--- src/rtl/param_seq_fsm.sv ---
// Parametrised cyclic sequencer: NUM_STATES states, one branch/abort point, Mealy output window.
// Define PARAM_SEQ_FSM_OUT_REG_EN to register outp (one-cycle lag, glitch-free).
module param_seq_fsm #(
    parameter int NUM_STATES   = 8,
    parameter int B_W          = 3,
    parameter int BRANCH_STATE = 3,
    parameter int OUT_START    = 2,
    parameter int OUT_END      = 3,
    parameter int CNT_W        = 8,
    localparam int STATE_W     = (NUM_STATES > 2) ? $clog2(NUM_STATES) : 1
) (
    input  logic               clk,
    input  logic               rst_n,
    input  logic               en,
    input  logic [B_W-1:0]     b,
    input  logic [B_W-1:0]     branch_mask,
    input  logic [B_W-1:0]     out_mask,
    output logic               outp,
    output logic [STATE_W-1:0] state,
    output logic [CNT_W-1:0]   done_cnt,
    output logic [CNT_W-1:0]   abort_cnt
);

    generate
        if (NUM_STATES < 2 || NUM_STATES > 256) begin : g_bad_num_states
            $error("param_seq_fsm: NUM_STATES must be in 2..256");
        end
        if (BRANCH_STATE < 0 || BRANCH_STATE >= NUM_STATES) begin : g_bad_branch
            $error("param_seq_fsm: BRANCH_STATE must be < NUM_STATES");
        end
        if (OUT_START < 0 || OUT_START > OUT_END || OUT_END >= NUM_STATES) begin : g_bad_window
            $error("param_seq_fsm: need 0 <= OUT_START <= OUT_END < NUM_STATES");
        end
        if (B_W < 1 || CNT_W < 1) begin : g_bad_width
            $error("param_seq_fsm: B_W and CNT_W must be at least 1");
        end
    endgenerate

    typedef enum logic [2:0] {
        XFER_HOLD,
        XFER_STEP,
        XFER_DONE,
        XFER_ABORT,
        XFER_RESYNC
    } xfer_e;

    localparam logic [STATE_W-1:0] LAST_S   = STATE_W'(NUM_STATES - 1);
    localparam logic [STATE_W-1:0] BRANCH_S = STATE_W'(BRANCH_STATE);
    localparam logic [CNT_W-1:0]   CNT_MAX  = '1;

    logic [STATE_W-1:0] state_q, state_d;
    logic [CNT_W-1:0]   done_q, done_d;
    logic [CNT_W-1:0]   abort_q, abort_d;
    logic               branch_taken;
    logic               state_legal;
    logic               in_window;
    logic               outp_comb;
    xfer_e              xfer;

    assign branch_taken = |(b & branch_mask);
    assign state_legal  = int'(state_q) < NUM_STATES;
    assign in_window    = (int'(state_q) >= OUT_START) && (int'(state_q) <= OUT_END);
    assign outp_comb    = state_legal && in_window && (|(b & out_mask));

    // NOTE: every output of this block gets a default first, so no path leaves one unassigned and no latch is inferred.
    always_comb begin
        xfer    = XFER_HOLD;
        state_d = state_q;
        if (en) begin
            if (!state_legal) begin
                xfer    = XFER_RESYNC;
                state_d = '0;
            end else if (state_q == BRANCH_S) begin
                if (!branch_taken) begin
                    xfer    = XFER_ABORT;
                    state_d = '0;
                end else if (BRANCH_S == LAST_S) begin
                    xfer    = XFER_DONE;
                    state_d = '0;
                end else begin
                    xfer    = XFER_STEP;
                    state_d = state_q + STATE_W'(1);
                end
            end else if (state_q == LAST_S) begin
                xfer    = XFER_DONE;
                state_d = '0;
            end else begin
                xfer    = XFER_STEP;
                state_d = state_q + STATE_W'(1);
            end
        end
    end

    // Counters saturate; only one transition kind exists per edge, so at most one moves.
    always_comb begin
        done_d  = done_q;
        abort_d = abort_q;
        if (xfer == XFER_DONE && done_q != CNT_MAX) begin
            done_d = done_q + CNT_W'(1);
        end
        if (xfer == XFER_ABORT && abort_q != CNT_MAX) begin
            abort_d = abort_q + CNT_W'(1);
        end
    end

    // NOTE: sequential state uses non-blocking assignments so all registers update from pre-edge values.
    always_ff @(posedge clk) begin
        if (!rst_n) begin
            state_q <= '0;
            done_q  <= '0;
            abort_q <= '0;
        end else begin
            state_q <= state_d;
            done_q  <= done_d;
            abort_q <= abort_d;
        end
    end

`ifdef PARAM_SEQ_FSM_OUT_REG_EN
    logic outp_q;

    // Sampled every edge, independent of en.
    always_ff @(posedge clk) begin
        if (!rst_n) begin
            outp_q <= 1'b0;
        end else begin
            outp_q <= outp_comb;
        end
    end

    assign outp = outp_q;
`else
    assign outp = outp_comb;
`endif

    assign state     = state_q;
    assign done_cnt  = done_q;
    assign abort_cnt = abort_q;

endmodule

--- config.mk ---
export PLATFORM = sky130hd
export DESIGN_NAME = param_seq_fsm
export DESIGN_NICKNAME = d
export VERILOG_FILES = /design/src/rtl/param_seq_fsm.sv
export SDC_FILE = /design/constraint.sdc
export NUM_CORES = 1
export LEC_CHECK = 0
export CELL_PAD_IN_SITES_DETAIL_PLACEMENT = 1
export CELL_PAD_IN_SITES_GLOBAL_PLACEMENT = 1
export CORE_MARGIN = 1.5
export CORE_UTILIZATION = 36
export DETAILED_ROUTE_END_ITERATION = 12
export HOLD_SLACK_MARGIN = 0.03
export MAX_ROUTING_LAYER = met4
export PLACE_DENSITY_LB_ADDON = 0.2
export SLEW_MARGIN = 15
export SYNTH_ARGS = -nofsm -noshare
export SYNTH_HDL_FRONTEND = slang
export SYNTH_SLANG_ARGS = --single-unit
--- constraint.sdc ---
create_clock -name clk -period 3.2 [get_ports clk]
set_clock_uncertainty 0.1 [all_clocks]
set_input_delay 0.64 -clock clk [delete_from_list [all_inputs] [get_ports clk]]
set_output_delay 0.64 -clock clk [all_outputs]
set_load 0.02 [all_outputs]
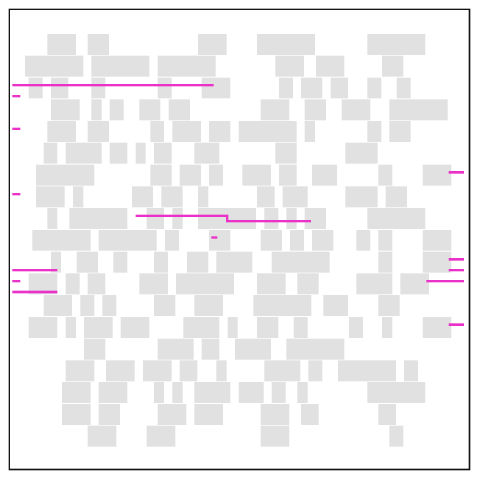
(M3 wires)
Scale: 8 px per µm.
- share of all routed wire: 2.5%
- longest straight run: 24.8 µm

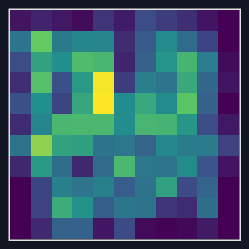
(wiring heat map)
Scale: 4 px per µm. The die is cut into 11 by 11 equal tiles; dark purple is low, yellow is high, scaled to the fullest tile. Values are wire area over tile area, all layers added.
- densest ninth of the die: centre
- emptiest ninth of the die: south-east
- nearly empty tiles: 8.3%

==> Changelog: implementation <==
### Implementation results

- Status: complete, no violations
- Startpoint Class: primary input
- WHS Endpoint: abort_cnt[7]
- R2r setup slk: between 0.9 and 1 ns
- Fin Setup TNS: 0 ns
- Reg2reg end: abort_cnt[7]
- Crit-path max FO: 2
- Well Taps: 31
- Final layout net count: 175
- Via count: about 1.1k
- Endpoints failing setup: 0
- Cell count after synthesis: 123
- RSZ-0062 raised after global routing: no
- Max-Cap Viols: 0
- GR Util met1: about a fifth
- Hold path cells: 2
- Skew-Pair Late Insertion Delay: ~0.30 ns
- Seq cells: 19
- I/O pins: 32
- Yosys cell types: 32
- Top power group: sequential cells
- Die Ht: approximately 57 µm
- Crit Path Category: primary input to primary output
- Worst r2r path cells: 6
- Clock H-tree levels: 1
- Largest class: logic gates
- Die area: between 3000 and 4000 µm²
- Most common logic cells in the final layout: clkdlybuf4s50_1 (31), dfxtp_1 (19), a21oi_1 (15), or4_1 (10), o31ai_1 (8)
- Comb/total area: a little under half
- Slew Limit Fails: 0
- Number of logic inverters in the finished layout: 5
- Highest Signal Layer: met4
- Floorplan Utilization: 38.2%
- P_sw: about 0.00011 W
- Power Total: 0.000421 W
- Non-clock buffering overhead: 22.6%
- Largest net degree at the start of global routing: 33
- Post-CTS Repair Setup Buffers: 0
- Leak pwr: 0.493 nW
- Combinational cell fraction of total power: ~13%
- Core box area: ~2800 µm²
- Shortest period the worst path allows: roughly 2.8 ns
- TritonCTS clock tree: built
- Pre-CTS setup slack: approximately 0.42 ns
- DPL Wire Length: around 2200 µm
- YS chip area: roughly 1100 µm²
- First-pass GRT wire length: ~4900 µm
- Comb pwr: around 0.000054 W
- Placer Congestion: roughly 0.75
- Post-DP Area: 1410 µm²
- First drt pass iteration count: 4
- Comb gates: ~94
- Hold path startpoint: abort_cnt[7]
- Total Routing Usage GR: a little under a fifth
- Number of cells in Yosys stat: ~120
- Metal3 WL: roughly 70 µm
- Hold crit path type: register to register
- Most frequent cells after synthesis: dfxtp_1 (19), a21oi_1 (15), or4_1 (10)
- Port-buffer cells: 31
- Post-layout util: between 50% and 60%
- GR Util met3: approximately 4.3%
- Register Area: around 380 µm²
- Number of routed nets with antenna violations: 0
- Final non-filler cell total: between 150 and 200
- Fmax: around 0.36 GHz
- Layout cells sized above 1: 6.45%
- Worst setup EP type: primary output
- Grt ovf: 0
- Clk power: between 0.0001 and 0.00015 W
- Post-synthesis sequential area ratio: between 30% and 40%
- Area grow syn2layout: 35.3%
- Synth top area cells: dfxtp_1 (36%), ha_1 (8.2%), a21oi_1 (7.1%)
- Max_slew headroom: between 50% and 60%
- Maximum clock path buffer count: 2
- OpenROAD warnings: 29
- Number of CTS-inserted buffers: 3
- Clock sink total: 19
- Avg Synthesized Cell Area: between 8 and 9 µm²
- Worst EP arrival: roughly 2 ns
- Most crowded layer after global routing: met2
- Final clock-cell share: 1.83%
- Sw Share: about a quarter
- Clock group share of total power: 29.5%
- Met2 wire len: between 1000 and 1500 µm
- Sequential share of cell area: a little over a quarter
- Number of inserted diodes: 0
- Critical Path RT: around 2.5 ns
[how the worst max path moves through the flow]
stage,startpoint,endpoint,slack [ns],cells after the start
floorplan,state[0],abort_cnt[7],1.07,6
global placement,b[0],outp,0.48,4
detailed placement,b[0],outp,0.42,4
CTS,state[1],outp,0.40,5
global route,state[1],outp,0.31,5
finish,b[0],outp,0.40,4
[kinds of logic after synthesis]
kind of cell | count (synthesis) | share of synthesized area [%]
muxes | 2 | 1.88
adders and majority gates | 7 | 8.23
DFF | 19 | 35.8
AOI/OAI and AO/OA | 39 | 23.8
and+or+nand+nor | 46 | 26.6
buffers and inverters | 10 | 3.76
[critical path, cell delays in order]
cell and delay [ns]:
clkdlybuf4s50_1 0.43, a222oi_1 0.34, nor2_1 0.09, clkdlybuf4s50_1 0.55
Power is estimated from default activity; no workload was simulated.
